`src/rtl/sim_state_tracer.sv`:
```
`default_nettype none
// ============================================================================
//  Module   : sim_state_tracer
//  Purpose  : Trace stage for the cycle-level simulator core. Samples the
//             core's state / current_cycle each clock and records an entry on
//             every state change or cycle-counter wrap. Entries are queued in a
//             first-word-fall-through FIFO drained over a valid/ready port.
//             Events lost to a full FIFO are flagged (overflow) and counted.
//  Ports    : clk, reset_n (sync, active-low), enable, clear (sync flush),
//             state, current_cycle            -- sampled simulator outputs
//             out_valid/out_ready             -- head-entry handshake
//             out_state/out_cycle/out_wrap    -- head entry fields
//             count                           -- FIFO occupancy 0..DEPTH
//             overflow, dropped               -- loss reporting
//  Revision : 1.0 - initial release
// ============================================================================
module sim_state_tracer #(
    parameter int MAX_CYCLE_WIDTH = 5,
    parameter int DEPTH           = 8,
    parameter int ADDR_WIDTH      = 3
) (
    input  logic                       clk,
    input  logic                       reset_n,
    input  logic                       enable,
    input  logic                       clear,
    input  logic [1:0]                 state,
    input  logic [MAX_CYCLE_WIDTH-1:0] current_cycle,
    output logic                       out_valid,
    input  logic                       out_ready,
    output logic [1:0]                 out_state,
    output logic [MAX_CYCLE_WIDTH-1:0] out_cycle,
    output logic                       out_wrap,
    output logic [ADDR_WIDTH:0]        count,
    output logic                       overflow,
    output logic [7:0]                 dropped
);

    localparam int                  c_entry_w    = MAX_CYCLE_WIDTH + 3;
    localparam logic [ADDR_WIDTH:0] c_full_count = (ADDR_WIDTH+1)'(DEPTH);

    // Entry layout: {wrap, state[1:0], cycle}
    logic [c_entry_w-1:0]       mem_q [0:DEPTH-1];

    logic [ADDR_WIDTH-1:0]      wptr_q, wptr_d;
    logic [ADDR_WIDTH-1:0]      rptr_q, rptr_d;
    logic [ADDR_WIDTH:0]        count_q, count_d;
    logic                       overflow_q, overflow_d;
    logic [7:0]                 dropped_q, dropped_d;
    logic                       armed_q, armed_d;
    logic [1:0]                 prev_state_q, prev_state_d;
    logic [MAX_CYCLE_WIDTH-1:0] prev_cycle_q, prev_cycle_d;

    logic                       w_change;
    logic                       w_wrap;
    logic                       w_event;
    logic                       w_full;
    logic                       w_pop;
    logic                       w_push;
    logic                       w_drop;
    logic [c_entry_w-1:0]       w_entry;
    logic [c_entry_w-1:0]       w_head;

    // Change/wrap are only meaningful once a previous sample exists; an
    // unarmed enabled cycle always produces a baseline entry with wrap=0.
    assign w_change = armed_q && (state != prev_state_q);
    assign w_wrap   = armed_q && (current_cycle < prev_cycle_q);
    assign w_event  = enable && (!armed_q || w_change || w_wrap);
    assign w_entry  = {w_wrap, state, current_cycle};

    // Clear suppresses every push/pop in its cycle.
    assign w_full   = (count_q == c_full_count);
    assign w_pop    = !clear && out_valid && out_ready;
    // A simultaneous pop frees the slot, so a full FIFO still accepts.
    assign w_push   = !clear && w_event && (!w_full || w_pop);
    assign w_drop   = !clear && w_event && w_full && !w_pop;

    always_comb begin
        wptr_d       = wptr_q;
        rptr_d       = rptr_q;
        count_d      = count_q;
        overflow_d   = overflow_q;
        dropped_d    = dropped_q;
        armed_d      = armed_q;
        prev_state_d = prev_state_q;
        prev_cycle_d = prev_cycle_q;

        if (clear) begin
            wptr_d     = '0;
            rptr_d     = '0;
            count_d    = '0;
            overflow_d = 1'b0;
            dropped_d  = '0;
            armed_d    = 1'b0;
        end else begin
            if (w_push) begin
                wptr_d = wptr_q + 1'b1;
            end
            if (w_pop) begin
                rptr_d = rptr_q + 1'b1;
            end
            case ({w_push, w_pop})
                2'b10:   count_d = count_q + 1'b1;
                2'b01:   count_d = count_q - 1'b1;
                default: count_d = count_q;
            endcase
            if (w_drop) begin
                overflow_d = 1'b1;
                if (dropped_q != 8'hFF) begin
                    dropped_d = dropped_q + 8'd1;
                end
            end
            // Tracking follows the inputs on every enabled cycle, regardless
            // of whether the event was stored or dropped.
            if (enable) begin
                armed_d      = 1'b1;
                prev_state_d = state;
                prev_cycle_d = current_cycle;
            end else begin
                armed_d      = 1'b0;
            end
        end
    end

    always_ff @(posedge clk) begin
        if (!reset_n) begin
            wptr_q       <= '0;
            rptr_q       <= '0;
            count_q      <= '0;
            overflow_q   <= 1'b0;
            dropped_q    <= '0;
            armed_q      <= 1'b0;
            prev_state_q <= '0;
            prev_cycle_q <= '0;
        end else begin
            wptr_q       <= wptr_d;
            rptr_q       <= rptr_d;
            count_q      <= count_d;
            overflow_q   <= overflow_d;
            dropped_q    <= dropped_d;
            armed_q      <= armed_d;
            prev_state_q <= prev_state_d;
            prev_cycle_q <= prev_cycle_d;
        end
    end

    // Storage needs no reset: it is only visible through count != 0.
    always_ff @(posedge clk) begin
        if (reset_n && w_push) begin
            mem_q[wptr_q] <= w_entry;
        end
    end

    assign out_valid = (count_q != '0);
    assign w_head    = out_valid ? mem_q[rptr_q] : '0;
    assign out_wrap  = w_head[c_entry_w-1];
    assign out_state = w_head[MAX_CYCLE_WIDTH +: 2];
    assign out_cycle = w_head[MAX_CYCLE_WIDTH-1:0];
    assign count     = count_q;
    assign overflow  = overflow_q;
    assign dropped   = dropped_q;

endmodule
`default_nettype wire

```
`config.mk`:
```
export PLATFORM = sky130hd
export DESIGN_NAME = sim_state_tracer
export DESIGN_NICKNAME = d
export VERILOG_FILES = /design/src/rtl/sim_state_tracer.sv
export SDC_FILE = /design/constraint.sdc
export NUM_CORES = 1
export LEC_CHECK = 0
export CORE_MARGIN = 2
export CORE_UTILIZATION = 57
export CTS_CLUSTER_SIZE = 14
export DETAILED_ROUTE_END_ITERATION = 8
export HOLD_SLACK_MARGIN = 0.08
export PLACE_DENSITY = 0.86
export SLEW_MARGIN = 10
export SYNTH_ARGS = -nofsm -noshare
export SYNTH_HDL_FRONTEND = slang
export SYNTH_SLANG_ARGS = --single-unit
```
`constraint.sdc`:
```
create_clock -name clk -period 3.8 [get_ports clk]
set_input_delay 0.38 -clock clk [delete_from_list [all_inputs] [get_ports clk]]
set_output_delay 0.38 -clock clk [all_outputs]
set_load 0.005 [all_outputs]
```
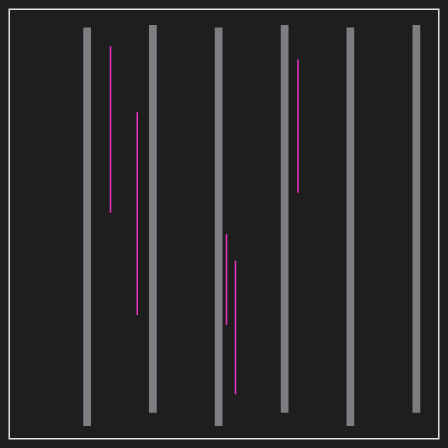
(signal wires on met4)
Supply wires on this layer in grey.
- wire length on this layer: 148 um
- main direction: vertical
- nets with wire on the layer: 4
- longest straight run: 41.5 um

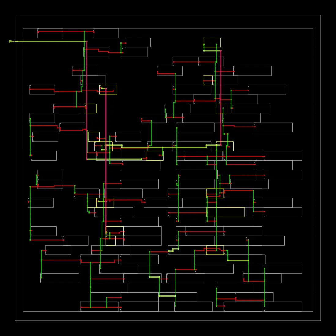
(clock routing)
clock network latency to the later pin of the worst-skew pair: 0.36 ns
largest clock skew in the final design: 0.01321 ns
TritonCTS Sinks: 94

==> run notes <==
## Final layout
• **Fillers** 500
• **commonest non-fill, non-tap cell in the layout** sky130_fd_sc_hd__edfxtp_1
• **number of flip-flops in the largest register** 64
• **summed area of non-filler cells in the final layout** 0.004762 mm2
• **fraction of layout cells with a size suffix above 1** 0.1671
• **Buffers excl. clock** 49
• **FFs & Latches** 94
• **fraction of standard cell area that is sequential** 0.5297
• **n_diodes** 0
• **inverter count** 8
• **non-clock buffer share of cell area** 0.09459
• **register with the most flip-flops** mem_q
• **Area growth syn-to-layout** 17.87%
• **final design utilization** 0.6971
• **count of clock buffers in the final design** 9
• **cell class with the largest area share** sequential cells

## CTS
• **CTS root buffer** sky130_fd_sc_hd__clkbuf_8
• **post-CTS setup buffers** 0
• **clock tree from TritonCTS** done
• **count of H-tree levels built during CTS** 3
• **CTS-repair resized insts** 0
• **number of buffers inserted during clock tree synthesis** 9

## Synthesis
• **post-synth cell types** 47
• **chip area estimate from yosys synthesis** 0.004040 mm2
• **YS warnings** 0
• **largest cells by area after synthesis** sky130_fd_sc_hd__edfxtp_1, sky130_fd_sc_hd__dfxtp_1, sky130_fd_sc_hd__mux4_2
• **mean instance size in the synthesized netlist** 13.51 um2
• **cell with the most instances after synthesis** sky130_fd_sc_hd__edfxtp_1
• **Synth Cell Area** 0.004040 mm2
• **count of library flops with an enable pin** 64
• **post-synthesis cell count** 299
• **proportion of synthesized chip area in sequential cells** 0.6243

## Timing
• **final hold violations** 0
• **Final Cycle Share** 0.7811
• **pin slew with the least headroom to its limit** 0.8271 ns
• **highest clock frequency the design can meet** 336.9 MHz
• **endpoints failing setup** 0
• **worst rel slew slack** 0.4460
• **unrepaired setup endpoints after global routing** false
• **final critical path time including I/O delays and setup** 2.968 ns

## Status
• **status** completed

## Routing
• **violation tally from detailed-route iteration zero** 132
• **Detail Route met3 WL** 427 um
• **metal1 wirelength** 3383 um
• **mean routed wirelength per cell** 17.24 um
• **vias after detailed routing** 2576
• **uppermost metal layer occupied by signal nets** met4
• **number of DRC violations after detailed routing** 0
• **Final ANT Viol Nets** 0

## Critical path
• **Crit path buffers/inverters** 2
• **Worst EP required** 3.88 ns
• **critical path capture point type** flop
• **kind of start point of the critical path** input pin
• **Slowest cell on crit path** sky130_fd_sc_hd__clkdlybuf4s50_1
• **capture instance of the worst register-to-register path** mem_q[5][0]$_DFFE_PP_
• **crit path capture** mem_q[5][0]$_DFFE_PP_
• **maximum single-stage delay on the critical path** 0.65 ns
• **cell repeated most along the worst path** sky130_fd_sc_hd__a21oi_1
• **Register-to-Register Setup Slack** 1.15 ns
• **critical register-to-register path startpoint** prev_cycle_q[2]$_SDFFE_PN0P_
• **critical-path cell list** clkdlybuf4s50_1 > ha_1 > a21oi_1 > o21ai_1 > a31o_2 > a21oi_1 > nand2_1 > nor3_1 > buf_4

## Global routing
• **number of global-route vias before repair** 2549
• **met2 demand-to-capacity share in global routing** 0.3445
• **GR Layer Usage met3** 0.03393

## Worst hold path
• **terminating pin of the worst hold path** prev_cycle_q[0]$_SDFFE_PN0P_

## Floorplan
• **count of standard-cell rows** 30
• **Starting Density** 0.5914
• **die area** 0.007777 mm2
• **io pins** 34
• **number of well-tap cells placed** 96

## Power
• **peak ir drop on the vdd network** 246.9 uV
• **switching power of the nets** 0.0004254 W
• **total power per unit cell area** 394.9 mW/mm2
• **leak pwr** 1.589 nW
• **Flop pwr share** 0.587
• **logic gate share of total power** 0.054

## Run
• **total number of warnings across the stage logs** 26

## Placement
• **worst slack at placement** 0.4724 ns
• **HPWL after detailed placement** 5413 um
• **count of buffers from port buffering** 33

==> power groups by stage <==
stage	Combinational, W	Sequential, W	Clock [W]
finish	0.000102	0.00110	0.000674
floorplan	0.0000557	0.00113	0
detailed placement	0.000103	0.00113	0
global placement	0.0000990	0.00113	0
CTS	0.000103	0.00110	0.000682
global route	0.000114	0.00110	0.000722
==> logic make-up (layout without fill, tap and decap cells) <==
| logic type | Yosys count | in the layout | share of synthesized area |
|---|---|---|---|
| AOI/OAI and AO/OA | 43 | 43 | 0.07030 |
| xor gates and xnor gates | 6 | 6 | 0.01301 |
| adders and majority gates | 10 | 10 | 0.03283 |
| buffers and inverters | 19 | 73 | 0.02013 |
| DFF | 94 | 94 | 0.6243 |
| muxes | 27 | 27 | 0.1164 |
| and+or+nand+nor | 100 | 100 | 0.1230 |
Power figures rest on the tool's default switching activity, not on a simulated workload.
